`src/rtl/countdown_timer.sv`:
```
// MM:SS BCD countdown timer with IDLE/RUN/PAUSE/EXPIRED control.
// Define COUNTDOWN_AUTO_RELOAD_EN to reload the preset on expiry instead of stopping.
module countdown_timer #(
    parameter int unsigned MIN_TENS_MAX = 5
) (
    input  logic       clk_1hz,
    input  logic       reset,
    input  logic       load,
    input  logic       enable,
    input  logic [3:0] set_sec_unit,
    input  logic [3:0] set_sec_tens,
    input  logic [3:0] set_min_unit,
    input  logic [3:0] set_min_tens,
    output logic [3:0] sec_unit,
    output logic [3:0] sec_tens,
    output logic [3:0] min_unit,
    output logic [3:0] min_tens,
    output logic       running,
    output logic       done
);

    typedef enum logic [1:0] {
        IDLE,
        RUN,
        PAUSE,
        EXPIRED
    } state_e;

    localparam logic [3:0] MT_MAX = 4'(MIN_TENS_MAX);

    state_e      state_q, state_d;
    logic [15:0] cnt_q, cnt_d;
    logic        running_q;
    logic        done_q, done_d;
    logic [15:0] preset_c;
    logic [15:0] dec_c;
    logic        is_zero, is_one;

`ifdef COUNTDOWN_AUTO_RELOAD_EN
    logic [15:0] pre_q, pre_d;
`endif

    // Count layout: {min_tens, min_unit, sec_tens, sec_unit}
    always_comb begin
        preset_c[15:12] = (set_min_tens > MT_MAX) ? MT_MAX : set_min_tens;
        preset_c[11:8]  = (set_min_unit > 4'd9) ? 4'd9 : set_min_unit;
        preset_c[7:4]   = (set_sec_tens > 4'd5) ? 4'd5 : set_sec_tens;
        preset_c[3:0]   = (set_sec_unit > 4'd9) ? 4'd9 : set_sec_unit;
    end

    always_comb begin
        dec_c = cnt_q;
        if (cnt_q[3:0] != 4'd0) begin
            dec_c[3:0] = cnt_q[3:0] - 4'd1;
        end else begin
            dec_c[3:0] = 4'd9;
            if (cnt_q[7:4] != 4'd0) begin
                dec_c[7:4] = cnt_q[7:4] - 4'd1;
            end else begin
                dec_c[7:4] = 4'd5;
                if (cnt_q[11:8] != 4'd0) begin
                    dec_c[11:8] = cnt_q[11:8] - 4'd1;
                end else begin
                    dec_c[11:8]  = 4'd9;
                    dec_c[15:12] = cnt_q[15:12] - 4'd1;
                end
            end
        end
    end

    assign is_zero = (cnt_q == 16'h0000);
    assign is_one  = (cnt_q == 16'h0001);

    always_comb begin
        state_d = state_q;
        cnt_d   = cnt_q;
        done_d  = 1'b0;
`ifdef COUNTDOWN_AUTO_RELOAD_EN
        pre_d   = pre_q;
`endif
        if (load) begin
            cnt_d   = preset_c;
            state_d = IDLE;
`ifdef COUNTDOWN_AUTO_RELOAD_EN
            pre_d   = preset_c;
`endif
        end else begin
            unique case (state_q)
                IDLE: begin
                    if (enable && !is_zero) state_d = RUN;
                end
                RUN: begin
                    if (!enable) begin
                        state_d = PAUSE;
                    end else if (is_one || is_zero) begin
                        // Final second: either wrap to the preset or stop at zero
                        done_d = 1'b1;
`ifdef COUNTDOWN_AUTO_RELOAD_EN
                        if (pre_q != 16'h0000) begin
                            cnt_d = pre_q;
                        end else begin
                            cnt_d   = 16'h0000;
                            state_d = EXPIRED;
                        end
`else
                        cnt_d   = 16'h0000;
                        state_d = EXPIRED;
`endif
                    end else begin
                        cnt_d = dec_c;
                    end
                end
                PAUSE: begin
                    if (enable) state_d = RUN;
                end
                EXPIRED: begin
                    done_d = 1'b1;
                end
                default: begin
                    state_d = IDLE;
                end
            endcase
        end
    end

    always_ff @(posedge clk_1hz or posedge reset) begin
        if (reset) begin
            state_q   <= IDLE;
            cnt_q     <= 16'h0000;
            running_q <= 1'b0;
            done_q    <= 1'b0;
        end else begin
            state_q   <= state_d;
            cnt_q     <= cnt_d;
            running_q <= (state_d == RUN);
            done_q    <= done_d;
        end
    end

`ifdef COUNTDOWN_AUTO_RELOAD_EN
    always_ff @(posedge clk_1hz or posedge reset) begin
        if (reset) pre_q <= 16'h0000;
        else       pre_q <= pre_d;
    end
`endif

    assign min_tens = cnt_q[15:12];
    assign min_unit = cnt_q[11:8];
    assign sec_tens = cnt_q[7:4];
    assign sec_unit = cnt_q[3:0];
    assign running  = running_q;
    assign done     = done_q;

endmodule

```
`config.mk`:
```
export PLATFORM = sky130hd
export DESIGN_NAME = countdown_timer
export DESIGN_NICKNAME = d
export VERILOG_FILES = /design/src/rtl/countdown_timer.sv
export SDC_FILE = /design/constraint.sdc
export NUM_CORES = 1
export LEC_CHECK = 0
export CAP_MARGIN = 10
export CORE_MARGIN = 10
export CORE_UTILIZATION = 40
export DETAILED_ROUTE_END_ITERATION = 10
export PLACE_DENSITY_LB_ADDON = 0.12
export RECOVER_POWER = 50
export REMOVE_ABC_BUFFERS = 1
export SYNTH_ARGS = -nofsm -noshare
export SYNTH_HDL_FRONTEND = slang
export SYNTH_SLANG_ARGS = --single-unit
```
`constraint.sdc`:
```
create_clock -name clk_1hz -period 5.6 [get_ports clk_1hz]
set_input_delay 1.12 -clock clk_1hz [delete_from_list [all_inputs] [get_ports clk_1hz]]
set_output_delay 1.12 -clock clk_1hz [all_outputs]
set_load 0.01 [all_outputs]
```
run_1/drive_strength.png
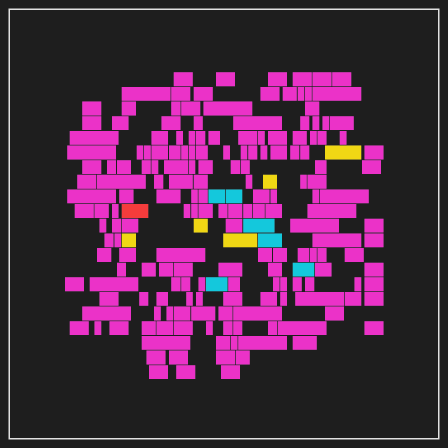
| size | color | cells | share |
|---|---|---|---|
| drive 6 and up | red | 1 | 0.52% |
| drive 1 or less | magenta | 181 | 94% |
| drive 2 | cyan | 6 | 3.1% |
| drive 3 to 4 | yellow | 5 | 2.6% |

run_1/density.png
The die is cut into 8 by 8 equal tiles; black is low, pale yellow is high, 0 to 100% covered.
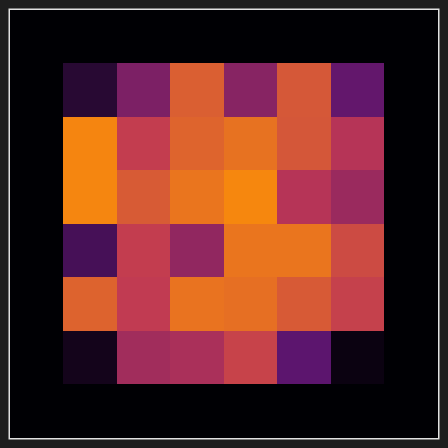
emptiest ninth of the die: south-east
mean over tiles: 28%
fullest tile: 74%
densest ninth of the die: center
nearly empty tiles: 44%

run_1/registers.png
Other sequential cells in the stronger gray, the rest of the logic in the fainter gray.
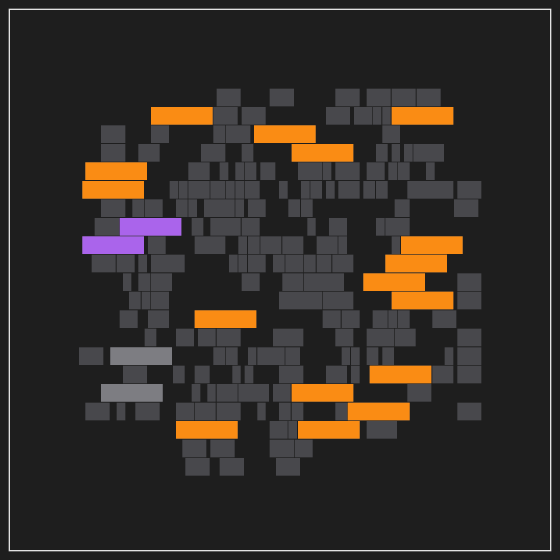
| name in the netlist | color | placed flops |
|---|---|---|
| `cnt_q` | orange | 16 |
| `state_q` | purple | 2 |
not colored: 2

==> out/qor.yml, run 1 <==
run_status:
  status: "finished, final reports clean"
die:
  row_count: 21
  die_height_um: 79.5
  core_mm2: 0.00339
  die_area_mm2: 0.00632
clocking:
  root_buffer: "clkbuf_4"
  clk_latency_ps: 310
  clock_path_buffers: 2
  numClockSinks: 20
  cts_resized: 0
  cts_made_buffers: 3
layout:
  logic_area_um2: 811
  area_growth_pct: 29.3
  layout-drive-gt1-share: 0.0622
  finalInstanceArea_mm2: 0.00183
worst_setup_path:
  arrival_ps: 3200
  slowest_stage: "clkdlybuf4s50_1"
  crit_required_ps: 5810
  path_delay_family: "buffers and inverters"
  crit_fanout: 25
power:
  p_leak_nw: 0.744
  peakVddDrop_v: 0.000121
  p_int_uw: 276
  power_switching_uw: 141
  switching_share: 0.338
  p_total_uw: 417
final_timing:
  relSlewSlack: 0.140
  fmax_ghz: 0.335
  period_used_share: 0.533
  hold_viol_final: 0
yosys:
  ys_cells: 156
  ff_type: "dfrtp_1"
  yosys-stat-area_mm2: 0.00142
  ys_ff: 20
  edf_count: 0
  largest_area_cell: "dfrtp_1"
  synth.area.top_cells: "dfrtp_1, ha_1, nor2_1"
  top_area_frac: 0.353
grt:
  grt_max_degree: 26
  antenna_found_initial: 0
place:
  dpl.hpwl_um: 2840
run 1: cells by family after synthesis:
group	share of synthesized area
simple gates	0.241
compound gates	0.255
flops	0.353
buf+inv	0.0662
fa+ha+maj	0.0618
mux	0.0221
run 1: path summary, 6_finish.rpt:
path | start | endpoint | slack (ps)
max | load | cnt_q[14] | 2610
min | cnt_q[9] | cnt_q[9] | 560
max reg2reg | cnt_q[8] | cnt_q[14] | 2710
min reg2reg | cnt_q[9] | cnt_q[9] | 560
max in group asynchronous | reset | state_q[1] | 3730
min in group asynchronous | reset | cnt_q[8] | 1380
run 1: layer usage:
| layer | track usage | up-vias | routed length, um |
|---|---|---|---|
| met2 | 0.210 | 39 | 1760 |
| li1 | - | 659 | - |
| met3 | 0.0450 | 4 | 290 |
| met4 | 0.0269 | 0 | 29 |
| met1 | 0.158 | 648 | 1640 |
| met5 | 0 | - | 0 |
run 1: state kept, by name (all words and copies together) (netlist names):
signal / cells
cnt_q: 16
state_q: 2
done: 1
running: 1
run 1: area by class of cell:
type                            count  area share
Timing Repair Buffer               37       0.202
Multi-Input combinational cell    117       0.443
Tap cell                           46      0.0314
Inverter                           15      0.0307
Sequential cell                    20       0.273
Clock buffer                        4      0.0198
run 1: layout by cell type, fill, tap and decap left out, drive strengths merged, types with 2 or more instances in the layout:
cell           netlist  layout
a211oi               3       3
nand2b               2       2
a41oi                2       2
inv                 15      15
nor3b                4       4
a221o                2       2
o31ai                2       2
nand3                7       7
o21ai               10      10
clkdlybuf4s50        0      32
a22oi                3       3
nand2                8       8
dlygate4sd3          0       5
nor2                18      18
dfrtp               20      20
nor4b                3       3
nand3b               4       4
nor3                 3       3
clkbuf               1       4
o311ai               2       2
or4                  2       2
a211o                3       3
mux2i                2       2
a21oi               11      11
o21a                 3       3
ha                   7       7
run 1: through the flow:
stage | setup WS (ps) | hold WS (ps) | util | std cells
floorplan | 3330 | 556 | - | 152
global placement | 2360 | 540 | 0.533 | 235
detailed placement | 2290 | 535 | 0.533 | 235
CTS | 2630 | 563 | 0.544 | 239
global route | 2440 | 583 | 0.540 | 239
finish | 2610 | 555 | 0.540 | 239
run 1: power by group through the flow:
stage	Combinational, mW	Sequential (mW)	Clock [mW]
finish	0.146	0.184	0.0871
global route	0.164	0.188	0.0970
CTS	0.149	0.185	0.0900
detailed placement	0.149	0.187	0
global placement	0.147	0.187	0
floorplan	0.0717	0.191	0
==> run 2: changes to the inputs <==
==> constraint.sdc (replaced) <==
create_clock -name clk_1hz -period 2.9 [get_ports clk_1hz]
set_input_delay 0.58 -clock clk_1hz [delete_from_list [all_inputs] [get_ports clk_1hz]]
set_output_delay 0.58 -clock clk_1hz [all_outputs]
set_load 0.01 [all_outputs]
==> run 2 against run 1 <==
Net effect: via count decreased by 0.96%; register-to-register slack got worse by 2100 ps; combinational power increased by 93%; final area increased by 0.27%; hold slack improved by 15 ps; critical path depth increased by 2; synthesized area unchanged; count of clock-buffer cells in the layout decreased by 1; non-clock buffer count increased by 1; wire length increased by 3.7%; critical endpoint is now cnt_q[13]; largest power group unchanged; highest routed layer unchanged.
==> out/qor.yml, run 2 <==
worst_setup_path:
  crit_fanout: 9  # was 25
  arrival_ps: 2450  # was 3200 ps
  crit_required_ps: 3110  # was 5810 ps
  rr_startpoint: "cnt_q[8]"  # unchanged
  regToRegSetupSlack_ps: 660  # was 2710 ps
final_timing:
  period_used_share: 0.774
  fin_hold_ws_ps: 570  # was 555 ps
  fmax_ghz: 0.446
  final.setup.worst_slack_ps: 656  # was 2610 ps
  relSlewSlack: 0.464  # was 0.140
  hold_viol_final: 0  # unchanged
yosys:
  synth.area.top_cells: "dfrtp_1, ha_1, nor2_1"  # unchanged
  top_area_frac: 0.353  # unchanged
  ff_type: "dfrtp_1"  # unchanged
  yosys-stat-area_mm2: 0.00142  # unchanged
  ys_cells: 156  # unchanged
  edf_count: 0  # unchanged
layout:
  top_register: "cnt_q"  # unchanged
  largest_reg_flops: 16  # unchanged
  lay_top_count: "clkdlybuf4s50_1"  # unchanged
  layout-drive-gt1-share: 0.0674  # was 0.0622
  area_growth_pct: 29.7  # was 29.3%
  mostFrequentLayoutCells: "clkdlybuf4s50_1, dfrtp_1, nor2_1, inv_1"  # was clkdlybuf4s50_1, dfrtp_1, nor2_1, inv_1, a21oi_1
  top_regs: "cnt_q: 16 flops, state_q: 2 flops"  # unchanged
power:
  switching_share: 0.356  # was 0.338
  power_switching_uw: 278  # was 141 uW
  p_int_uw: 503  # was 276 uW
grt:
  grt_use_met1: 0.155  # was 0.158
  use_met3: 0.0405  # was 0.0450
  grt_max_degree: 25  # was 26
  grtUsageMet2: 0.211  # was 0.210
clocking:
  clk_latency_ps: 310  # about the same
  cts_made_buffers: 3  # unchanged
  clock_path_buffers: 2  # unchanged
min_path:
  hold_start: "cnt_q[9]"  # unchanged
place:
  place_ws_ps: 429  # was 2290 ps
  dpl.hpwl_um: 2940  # was 2840 um
die:
  row_count: 21  # unchanged
  die_height_um: 79.5  # unchanged
  core_mm2: 0.00339  # unchanged
  die_area_mm2: 0.00632  # unchanged
run_status:
  status: "finished, final reports clean"  # unchanged
## run 2: cell types whose count changed in the layout (fill, tap and decap cells not counted)
cell and change:
nor3b_4 +1, dlygate4sd3_1 +5, nor3b_1 -1, clkbuf_8 -1, clkdlybuf4s50_1 -5, buf_4 +1
## run 2: final cells by class
cell class | count | area, um2
inverters | 15 | 56.3
clock buffers | 3 | 22.5
flip-flops and latches | 20 | 500
multi-input cells | 117 | 822
well taps | 46 | 57.6
fillers | 326 | 1550
repair buffers | 38 | 378
## run 2: cells by family after synthesis
kind of cell,count (synthesis),share of synthesized area
flops,20,0.353
buf+inv,19,0.0662
simple gates,57,0.241
compound gates,50,0.255
mux,3,0.0221
fa+ha+maj,7,0.0618
## run 2: routing by layer
layer	part of all wire	wire, um
met1	0.44	1680
met2	0.48	1850
met3	0.076	292
met4	0.0093	36
met5	0	0
## run 2: worst max path at each step
| stage | start | end | slack, ps | cells past startpoint |
|---|---|---|---|---|
| final | cnt_q[8] | cnt_q[13] | 660 | 7 |
| after floorplan | cnt_q[8] | cnt_q[11] | 970 | 7 |
| after global routing | cnt_q[8] | cnt_q[13] | 510 | 7 |
| after detailed placement | enable | cnt_q[14] | 430 | 6 |
| after CTS | cnt_q[8] | cnt_q[13] | 670 | 7 |
| after global placement | enable | cnt_q[14] | 470 | 6 |
## run 2: power groups by stage
stage	combinational (mW)	sequential, mW	clock (mW)
after floorplan	0.138	0.369	0
after global placement	0.282	0.361	0
after detailed placement	0.290	0.363	0
after CTS	0.292	0.357	0.146
after global routing	0.313	0.364	0.154
final	0.282	0.357	0.142
## run 2: critical path, stage by stage, from the launching register on
cell	delay (ps)
dfrtp_1	410
inv_1	140
ha_1	190
nor3b_4	480
nand3_4	150
o21ai_2	350
o21ai_0	150
mux2_2	270
## run 2: through the flow
stage	instance area [um2]	cells	total power [mW]
global route	1840	239	0.831
global placement	1810	236	0.643
finish	1840	239	0.781
CTS	1840	239	0.795
floorplan	1380	152	0.507
detailed placement	1810	236	0.653
run_2/drive_strength.png
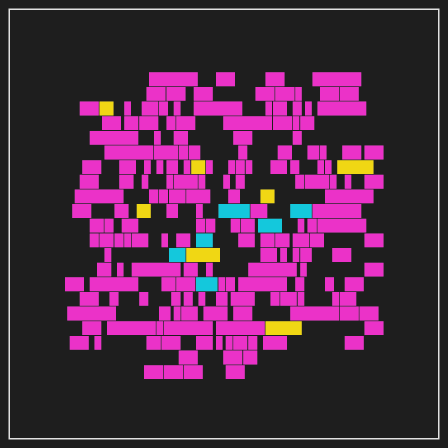
| size | color | cells | share |
|---|---|---|---|
| drive 3 to 4 | yellow | 7 | 3.6% |
| drive 2 | cyan | 6 | 3.1% |
| drive 1 or less | magenta | 180 | 93% |

run_2/cell_classes.png
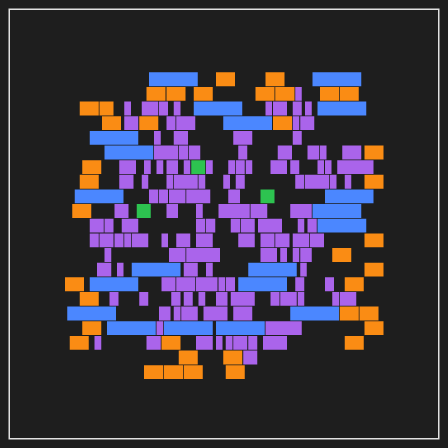
| class | color | cells | share of their area |
|---|---|---|---|
| flip-flops | blue | 20 | 28% |
| other buffers and delay cells | orange | 38 | 21% |
| cells driving clock nets | green | 3 | 1.3% |
| all other logic | purple | 132 | 49% |

run_2/registers.png
Other sequential cells in the stronger gray, the rest of the logic in the fainter gray.
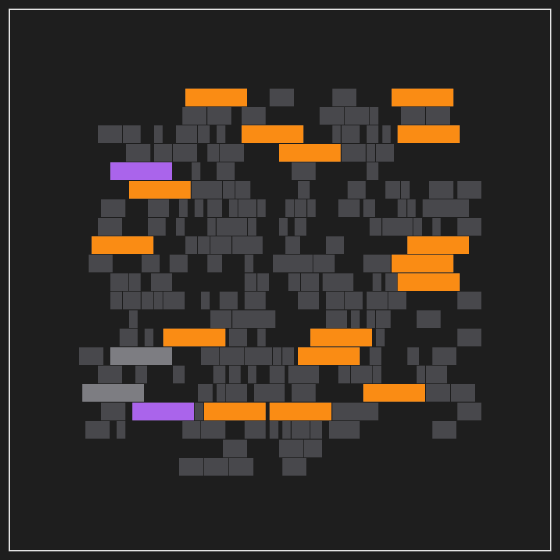
Power Sequential: 357 uW
utilization after layout: 0.542
flop share of the area: 0.272
FF/Latch Area: 500 um2

Power figures rest on the tool's default switching activity, not on a simulated workload.
